--- src/rtl/hyperbus_dev_phy.sv ---
// HyperBus device-side responder: decodes CA, applies initial latency, streams reads / accepts masked writes.
// Latency: read word popped on a ck-enabled cycle is on hyper_dq_o the next cycle; write push to mem_req_o is 1 cycle when empty.
// Backpressure: backend stalls show up as RWDS 2'b00 gap cycles; a full write buffer drops words and sets wr_overflow_o.
// Ports: clk_i/rst_i (async active-high); hyper_* word-level link (DDR pair packed in 16 bits);
//        mem_* request/grant backend with in-order rvalid; wr_overflow_o sticky drop flag; cfg_o config register.
module hyperbus_dev_phy #(
  parameter int          AddrWidth     = 32,
  parameter int          Latency       = 6,
  parameter int          DoubleLatency = 1,
  parameter int          RdFifoDepth   = 4,
  parameter int          WrFifoDepth   = 4,
  parameter int          WrapWords     = 16,
  parameter logic [15:0] IdReg         = 16'h0c81
) (
  input  logic                 clk_i,
  input  logic                 rst_i,
  input  logic                 hyper_cs_ni,
  input  logic                 hyper_ck_ena_i,
  input  logic [15:0]          hyper_dq_i,
  input  logic [1:0]           hyper_rwds_i,
  output logic [15:0]          hyper_dq_o,
  output logic                 hyper_dq_oe_o,
  output logic [1:0]           hyper_rwds_o,
  output logic                 hyper_rwds_oe_o,
  output logic                 mem_req_o,
  input  logic                 mem_gnt_i,
  output logic                 mem_we_o,
  output logic [AddrWidth-1:0] mem_addr_o,
  output logic [15:0]          mem_wdata_o,
  output logic [1:0]           mem_be_o,
  input  logic                 mem_rvalid_i,
  input  logic [15:0]          mem_rdata_i,
  output logic                 wr_overflow_o,
  output logic [15:0]          cfg_o
);

  localparam int RP = $clog2(RdFifoDepth);
  localparam int WP = $clog2(WrFifoDepth);
  localparam int EW = AddrWidth + 18;  // write buffer entry {addr, data, be}
  localparam logic                 DL       = (DoubleLatency != 0);
  localparam logic [7:0]           LatInit  = 8'(DL ? 2 * Latency : Latency);
  localparam logic [RP:0]          RdDepth  = (RP+1)'(RdFifoDepth);
  localparam logic [WP:0]          WrDepth  = (WP+1)'(WrFifoDepth);
  localparam logic [AddrWidth-1:0] WrapMask = AddrWidth'(WrapWords - 1);

  localparam logic [2:0] S_IDLE  = 3'd0;
  localparam logic [2:0] S_CA    = 3'd1;
  localparam logic [2:0] S_LAT   = 3'd2;
  localparam logic [2:0] S_RD    = 3'd3;
  localparam logic [2:0] S_WR    = 3'd4;
  localparam logic [2:0] S_REGWR = 3'd5;
  localparam logic [2:0] S_WAIT  = 3'd6;  // register write done, waiting for CS high

  // Wrapped bursts only step the low log2(WrapWords) bits.
  function automatic logic [AddrWidth-1:0] next_addr(input logic [AddrWidth-1:0] a, input logic lin);
    logic [AddrWidth-1:0] inc;
    inc = a + AddrWidth'(1);
    return lin ? inc : ((a & ~WrapMask) | (inc & WrapMask));
  endfunction

  logic [2:0]           state_q, state_d;
  logic [31:0]          ca_q, ca_d;
  logic                 ca_cnt_q, ca_cnt_d;
  logic                 is_rd_q, is_rd_d, is_reg_q, is_reg_d, is_lin_q, is_lin_d;
  logic [AddrWidth-1:0] addr_q, addr_d;
  logic [7:0]           lat_q, lat_d;
  logic [15:0]          dq_q, dq_d;
  logic                 dq_oe_q, dq_oe_d, rwds_oe_q, rwds_oe_d;
  logic [1:0]           rwds_q, rwds_d;
  logic                 req_q, req_d, we_q, we_d;
  logic [AddrWidth-1:0] maddr_q, maddr_d;
  logic [15:0]          wdata_q, wdata_d;
  logic [1:0]           be_q, be_d;
  logic                 ovf_q, ovf_d;
  logic [15:0]          cfg_q, cfg_d;
  logic [RP:0]          out_q, out_d, disc_q, disc_d, rd_cnt_q, rd_cnt_d;
  logic [RP-1:0]        rd_wp_q, rd_wp_d, rd_rp_q, rd_rp_d;
  logic [WP:0]          wb_cnt_q, wb_cnt_d;
  logic [WP-1:0]        wb_wp_q, wb_wp_d, wb_rp_q, wb_rp_d;
  logic [15:0]          rd_mem_q [RdFifoDepth];
  logic [EW-1:0]        wb_mem_q [WrFifoDepth];

  logic          ck, w_vld, rd_want, slot, bypass, issue_rd, flush;
  logic          rd_push, rd_pop, wb_push, wb_pop;
  logic [EW-1:0] wb_head, wb_entry;

  always_comb begin
    state_d = state_q;  ca_d = ca_q;  ca_cnt_d = ca_cnt_q;
    is_rd_d = is_rd_q;  is_reg_d = is_reg_q;  is_lin_d = is_lin_q;
    addr_d = addr_q;  lat_d = lat_q;
    dq_d = dq_q;  dq_oe_d = dq_oe_q;  rwds_d = rwds_q;  rwds_oe_d = rwds_oe_q;
    req_d = req_q;  we_d = we_q;  maddr_d = maddr_q;  wdata_d = wdata_q;  be_d = be_q;
    ovf_d = ovf_q;  cfg_d = cfg_q;  disc_d = disc_q;
    rd_push = 1'b0;  rd_pop = 1'b0;  wb_push = 1'b0;  wb_pop = 1'b0;
    bypass = 1'b0;  issue_rd = 1'b0;  flush = 1'b0;

    ck       = hyper_ck_ena_i & ~hyper_cs_ni;
    w_vld    = (state_q == S_WR) & ck;
    wb_entry = {addr_q, hyper_dq_i, ~hyper_rwds_i};
    wb_head  = wb_mem_q[wb_rp_q];
    // Credit check: issued-but-unreturned reads (including stale ones) plus buffered words.
    rd_want  = ((state_q == S_LAT) | (state_q == S_RD)) & is_rd_q & ~is_reg_q & ~hyper_cs_ni &
               (({1'b0, out_q} + {1'b0, rd_cnt_q}) < {1'b0, RdDepth});

    // Backend request slot: buffered writes first, then a bypassed fresh write, then prefetch.
    slot = ~req_q | mem_gnt_i;
    if (slot) begin
      req_d = 1'b0;
      if (wb_cnt_q != '0) begin
        wb_pop = 1'b1;  req_d = 1'b1;  we_d = 1'b1;
        maddr_d = wb_head[EW-1:18];  wdata_d = wb_head[17:2];  be_d = wb_head[1:0];
      end else if (w_vld) begin
        bypass = 1'b1;  req_d = 1'b1;  we_d = 1'b1;
        maddr_d = addr_q;  wdata_d = hyper_dq_i;  be_d = ~hyper_rwds_i;
      end else if (rd_want) begin
        issue_rd = 1'b1;  req_d = 1'b1;  we_d = 1'b0;
        maddr_d = addr_q;  wdata_d = '0;  be_d = 2'b11;
        addr_d = next_addr(addr_q, is_lin_q);
      end
    end

    if (w_vld) begin
      addr_d = next_addr(addr_q, is_lin_q);
      if (!bypass) begin
        if ((wb_cnt_q != WrDepth) || wb_pop) wb_push = 1'b1;
        else ovf_d = 1'b1;
      end
    end

    // Returns belonging to an aborted burst are dropped first (rvalid is in order).
    if (mem_rvalid_i) begin
      if (disc_q != '0) disc_d = disc_q - (RP+1)'(1);
      else rd_push = 1'b1;
    end
    out_d = out_q + (RP+1)'(issue_rd) - (RP+1)'(mem_rvalid_i);

    case (state_q)
      S_IDLE: begin
        dq_oe_d = 1'b0;  dq_d = '0;
        rwds_oe_d = ~hyper_cs_ni;
        rwds_d = hyper_cs_ni ? 2'b00 : {2{DL}};
        if (!hyper_cs_ni && hyper_ck_ena_i) begin
          ca_d[31:16] = hyper_dq_i;  ca_cnt_d = 1'b0;  state_d = S_CA;
        end
      end
      S_CA: if (ck) begin
        if (!ca_cnt_q) begin
          ca_d[15:0] = hyper_dq_i;  ca_cnt_d = 1'b1;
        end else begin
          is_rd_d = ca_q[31];  is_reg_d = ca_q[30];  is_lin_d = ca_q[29];
          addr_d = AddrWidth'({ca_q[28:0], hyper_dq_i[2:0]});
          rwds_oe_d = 1'b0;  rwds_d = 2'b00;
          if (ca_q[30] && !ca_q[31]) state_d = S_REGWR;
          else begin
            lat_d = LatInit;  state_d = S_LAT;
          end
        end
      end
      S_LAT: if (ck) begin
        if (lat_q <= 8'd1) begin
          state_d = is_rd_q ? S_RD : S_WR;
          dq_oe_d = is_rd_q;  rwds_oe_d = is_rd_q;  rwds_d = 2'b00;
        end else begin
          lat_d = lat_q - 8'd1;
        end
      end
      S_RD: if (ck) begin
        if (is_reg_q) begin
          dq_d = (addr_q == '0) ? IdReg : cfg_q;  rwds_d = 2'b10;
          addr_d = next_addr(addr_q, is_lin_q);
        end else if (rd_cnt_q != '0) begin
          rd_pop = 1'b1;  dq_d = rd_mem_q[rd_rp_q];  rwds_d = 2'b10;
        end else begin
          rwds_d = 2'b00;  // stall gap
        end
      end
      S_REGWR: if (ck) begin
        cfg_d = hyper_dq_i;  state_d = S_WAIT;
      end
      default: ;
    endcase

    if (hyper_cs_ni && (state_q != S_IDLE)) begin
      state_d = S_IDLE;  dq_oe_d = 1'b0;  rwds_oe_d = 1'b0;  dq_d = '0;  rwds_d = 2'b00;
      flush = 1'b1;  disc_d = out_d;  // everything still in flight is now stale
    end

    rd_wp_d  = flush ? '0 : rd_wp_q + RP'(rd_push);
    rd_rp_d  = flush ? '0 : rd_rp_q + RP'(rd_pop);
    rd_cnt_d = flush ? '0 : rd_cnt_q + (RP+1)'(rd_push) - (RP+1)'(rd_pop);
    wb_wp_d  = wb_wp_q + WP'(wb_push);
    wb_rp_d  = wb_rp_q + WP'(wb_pop);
    wb_cnt_d = wb_cnt_q + (WP+1)'(wb_push) - (WP+1)'(wb_pop);
  end

  always_ff @(posedge clk_i) begin
    if (rd_push) rd_mem_q[rd_wp_q] <= mem_rdata_i;
    if (wb_push) wb_mem_q[wb_wp_q] <= wb_entry;
  end

  always_ff @(posedge clk_i or posedge rst_i) begin
    if (rst_i) begin
      state_q <= S_IDLE;  ca_q <= '0;  ca_cnt_q <= 1'b0;
      is_rd_q <= 1'b0;  is_reg_q <= 1'b0;  is_lin_q <= 1'b0;
      addr_q <= '0;  lat_q <= '0;
      dq_q <= '0;  dq_oe_q <= 1'b0;  rwds_q <= '0;  rwds_oe_q <= 1'b0;
      req_q <= 1'b0;  we_q <= 1'b0;  maddr_q <= '0;  wdata_q <= '0;  be_q <= '0;
      ovf_q <= 1'b0;  cfg_q <= 16'h8f1f;
      out_q <= '0;  disc_q <= '0;  rd_cnt_q <= '0;  rd_wp_q <= '0;  rd_rp_q <= '0;
      wb_cnt_q <= '0;  wb_wp_q <= '0;  wb_rp_q <= '0;
    end else begin
      state_q <= state_d;  ca_q <= ca_d;  ca_cnt_q <= ca_cnt_d;
      is_rd_q <= is_rd_d;  is_reg_q <= is_reg_d;  is_lin_q <= is_lin_d;
      addr_q <= addr_d;  lat_q <= lat_d;
      dq_q <= dq_d;  dq_oe_q <= dq_oe_d;  rwds_q <= rwds_d;  rwds_oe_q <= rwds_oe_d;
      req_q <= req_d;  we_q <= we_d;  maddr_q <= maddr_d;  wdata_q <= wdata_d;  be_q <= be_d;
      ovf_q <= ovf_d;  cfg_q <= cfg_d;
      out_q <= out_d;  disc_q <= disc_d;  rd_cnt_q <= rd_cnt_d;  rd_wp_q <= rd_wp_d;  rd_rp_q <= rd_rp_d;
      wb_cnt_q <= wb_cnt_d;  wb_wp_q <= wb_wp_d;  wb_rp_q <= wb_rp_d;
    end
  end

  assign hyper_dq_o      = dq_q;
  assign hyper_dq_oe_o   = dq_oe_q;
  assign hyper_rwds_o    = rwds_q;
  assign hyper_rwds_oe_o = rwds_oe_q;
  assign mem_req_o       = req_q;
  assign mem_we_o        = we_q;
  assign mem_addr_o      = maddr_q;
  assign mem_wdata_o     = wdata_q;
  assign mem_be_o        = be_q;
  assign wr_overflow_o   = ovf_q;
  assign cfg_o           = cfg_q;

endmodule

--- config.mk ---
export PLATFORM = sky130hd
export DESIGN_NAME = hyperbus_dev_phy
export DESIGN_NICKNAME = d
export VERILOG_FILES = /design/src/rtl/hyperbus_dev_phy.sv
export SDC_FILE = /design/constraint.sdc
export NUM_CORES = 1
export LEC_CHECK = 0
export CORE_ASPECT_RATIO = 0.5
export CORE_MARGIN = 1.5
export CORE_UTILIZATION = 45
export DETAILED_ROUTE_END_ITERATION = 10
export PLACE_DENSITY = 0.75
export SLEW_MARGIN = 20
export SYNTH_ARGS = -nofsm -noshare
export SYNTH_HDL_FRONTEND = slang
export SYNTH_SLANG_ARGS = --single-unit
export TNS_END_PERCENT = 5
--- constraint.sdc ---
create_clock -name clk_i -period 12.9 [get_ports clk_i]
set_input_delay 2.58 -clock clk_i [delete_from_list [all_inputs] [get_ports clk_i]]
set_output_delay 2.58 -clock clk_i [all_outputs]
set_load 0.1 [all_outputs]
==> CHANGELOG.md <==
## Flow update

- Status: finished clean
- Root Driver: clkbuf_16
- Netlist cell types: 77
- R2R cell count: 7
- Logic area: 0.00611 mm2
- Setup WS pre-CTS: 7.06 ns
- Post-CTS setup buffer count: 0
- Total GRT Usage: 0.205
- Clock-cell share of area: 0.0698
- Die H: 149 um
- Data arrival, critical path: 5.43 ns
- Rel. slew slack: 0.310
- Antenna Nets Post-Route: 0
- Share of post-route cells with drive strength above 1: 0.168
- Pint: 3.33 mW
- Net Sw Power: 2.17 mW
- Setup TNS: 0 ns
- 1st-iter DRT viols: 1107
- Buffering overhead: 0.0654
- Met3 Resource Use GR: 0.0337
- Largest net degree at the start of global routing: 116
- Row Count: 53
- Number of buffers created by CTS: 42
- Worst setup margin: 7.66 ns
- # setup viols final: 0
- Maxcap violations: 0
- Mapped cell area: 0.0192 mm2
- Reg2reg start: state_q[1]$_DFFE_PP0P_
- Met1 global-route usage: 0.282
- Grt total ovfl: 0
- Count leader, synth: edfxtp_1
- Plain + repair buffers: 151
- Multi-input gates: 779
- Register area: 0.0126 mm2
- Net Count, Synth: 1401
- Worst Setup SP: hyper_cs_ni
- Yosys chip area: 0.0192 mm2
- Reg2Reg Setup Slack: 9.42 ns
- Area share, top type: 0.412
- Sequential share of power: 0.392
- Worst slew pin tran: 1.03 ns
- Reg clk slew, reported paths: 0.06 ns
- Number of global-route vias before repair: 11.7k
- Crit path time final: 5.24 ns
- Worst VDD drop: 0.000132 V
- Final period utilization: 0.406
- Worst Hold Launch: hyper_dq_o[11]$_DFFE_PP0P_
- Worst path cell trace: clkdlybuf4s50_1 -> nand4bb_1 -> nor2_1 -> buf_4 -> nand2_1 -> nor3_2 -> buf_4
- CTS tree: built
- CP Capture Type: flip-flop
- Signal inverters: 26
- Critical path peak fanout: 42
- Residual DRC: 0
- Sw Ratio: 0.395
- Via density: 5.70
- Synthesized area per cell: 14.4 um2
- Post-CTS sizing: 0
- Count of library flops with an enable pin: 264
- Clock power share: 0.254
- Met2 GRT Util: 0.333
- Area growth from synthesis to layout: 17.8%
- Cell area leaders: edfxtp_1 (41%), dfrtp_1 (23%), mux4_2 (7.7%), mux2_2 (2.8%), nand2_1 (2.7%)
- Kind of critical path: input port to flip-flop
- Flop count: 452
- Hold WC Path Type: flip-flop to flip-flop
- Commonest cells in the netlist: edfxtp_1 (264), dfrtp_1 (178), nand2_1 (136)
- WP buf/inv: 3
- Synth Warn #: 0
- Seq share, synth: 0.658
- Maximum clock rate: 0.191 GHz
- Hold Fails Final Rpt: 0
- Nature of the critical path startpoint: input port
- Slew Viols, Final: 0
- Die width: 295 um
- Leakage: 8.52 nW
- Pwr per Cell Area: 243 mW/mm2
- Gr busiest metal: met2
- Detailed placer's ending HPWL: 27.9 mm
- Most area-hungry cell type in the Yosys netlist: edfxtp_1
- Global-route wire length before repair: 69.3 mm
- Avg WL per Cell: 21.6 um
-- cell families after synthesis --
logic type,Yosys count,synth area share
xor+xnor,36,0.0164
buf+inv,109,0.0268
compound gates,229,0.0722
simple gates,346,0.0897
mux,147,0.123
flops,452,0.658
fa+ha+maj,21,0.0148
-- state kept, by name, summed over array words and instances, names as in the netlist, 2 cells and up --
signal and cells:
mem_be_o 2, rd_wp_q 2, hyper_dq_o 16, mem_wdata_o 16
disc_q 3, rd_cnt_q 3, rd_rp_q 2, wb_mem_q 200
rd_mem_q 64, state_q 3, hyper_rwds_o 2, cfg_o 16
wb_wp_q 2, ca_q 32, out_q 3, mem_addr_o 32
lat_q 8, addr_q 32, wb_rp_q 2, wb_cnt_q 3
-- per-layer routing --
metal	share of wire	routed length (um)	up-vias
met5	0	0	-
met4	0.028	1230	0
met3	0.060	2670	81
met2	0.49	21700	395
met1	0.42	18900	6018
li1	-	-	5273
-- power groups by stage --
stage,clock (mW),combinational [mW],sequential [mW]
floorplan,0,0.859,2.75
global placement,0,1.88,2.19
detailed placement,0,1.91,2.21
CTS,1.42,1.92,2.18
global route,1.48,2.07,2.19
finish,1.40,1.95,2.15
-- worst reg2reg max path, cell delays in order, from the launching register on --
cell	delay, ns
dfrtp_1	0.87
nand2_1	0.72
nor4_1	0.68
ha_1	0.32
inv_1	0.06
ha_1	0.15
fa_1	0.41
and2_1	0.14
-- through the flow --
stage	area [um2]	power (mW)	std cells
final	22600	5.50	2064
after global placement	21000	4.07	1983
after detailed placement	21000	4.11	1983
after floorplan	19200	3.60	1340
after CTS	22600	5.52	2061
after global routing	22600	5.74	2063
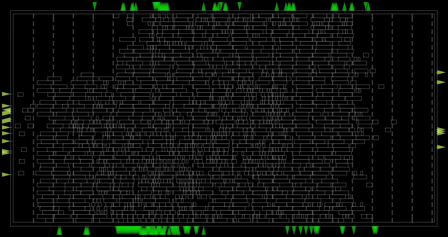
(placed standard cells)
fin cells: 2064
Layout Utilization: 0.539

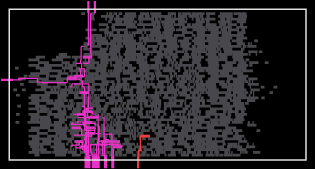
(wires at chosen ports, followed through buffers)
Drawn at 1 px/um.
| port | color | bits | direction | edge | end cells | buffers | wire |
|---|---|---|---|---|---|---|---|
| `cfg_o` | magenta | 16 | output | 13 south, 2 north, 1 west | 16 | 16 | 997 um |
| `hyper_rwds_oe_o` | red | 1 | output | south | 1 | 1 | 36.6 um |

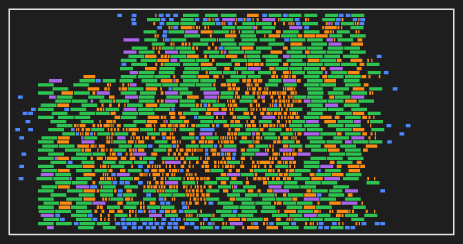
(placement by cell class)
Drawn at 1.5 px/um.
| class | color | cells | share of their area |
|---|---|---|---|
| remaining buffers and delay cells | blue | 151 | 6.8% |
| remaining logic cells | orange | 805 | 28% |
| sequential cells | green | 452 | 58% |
| clock drivers and dummy loads | purple | 78 | 7.2% |

Power is estimated from default activity; no workload was simulated.
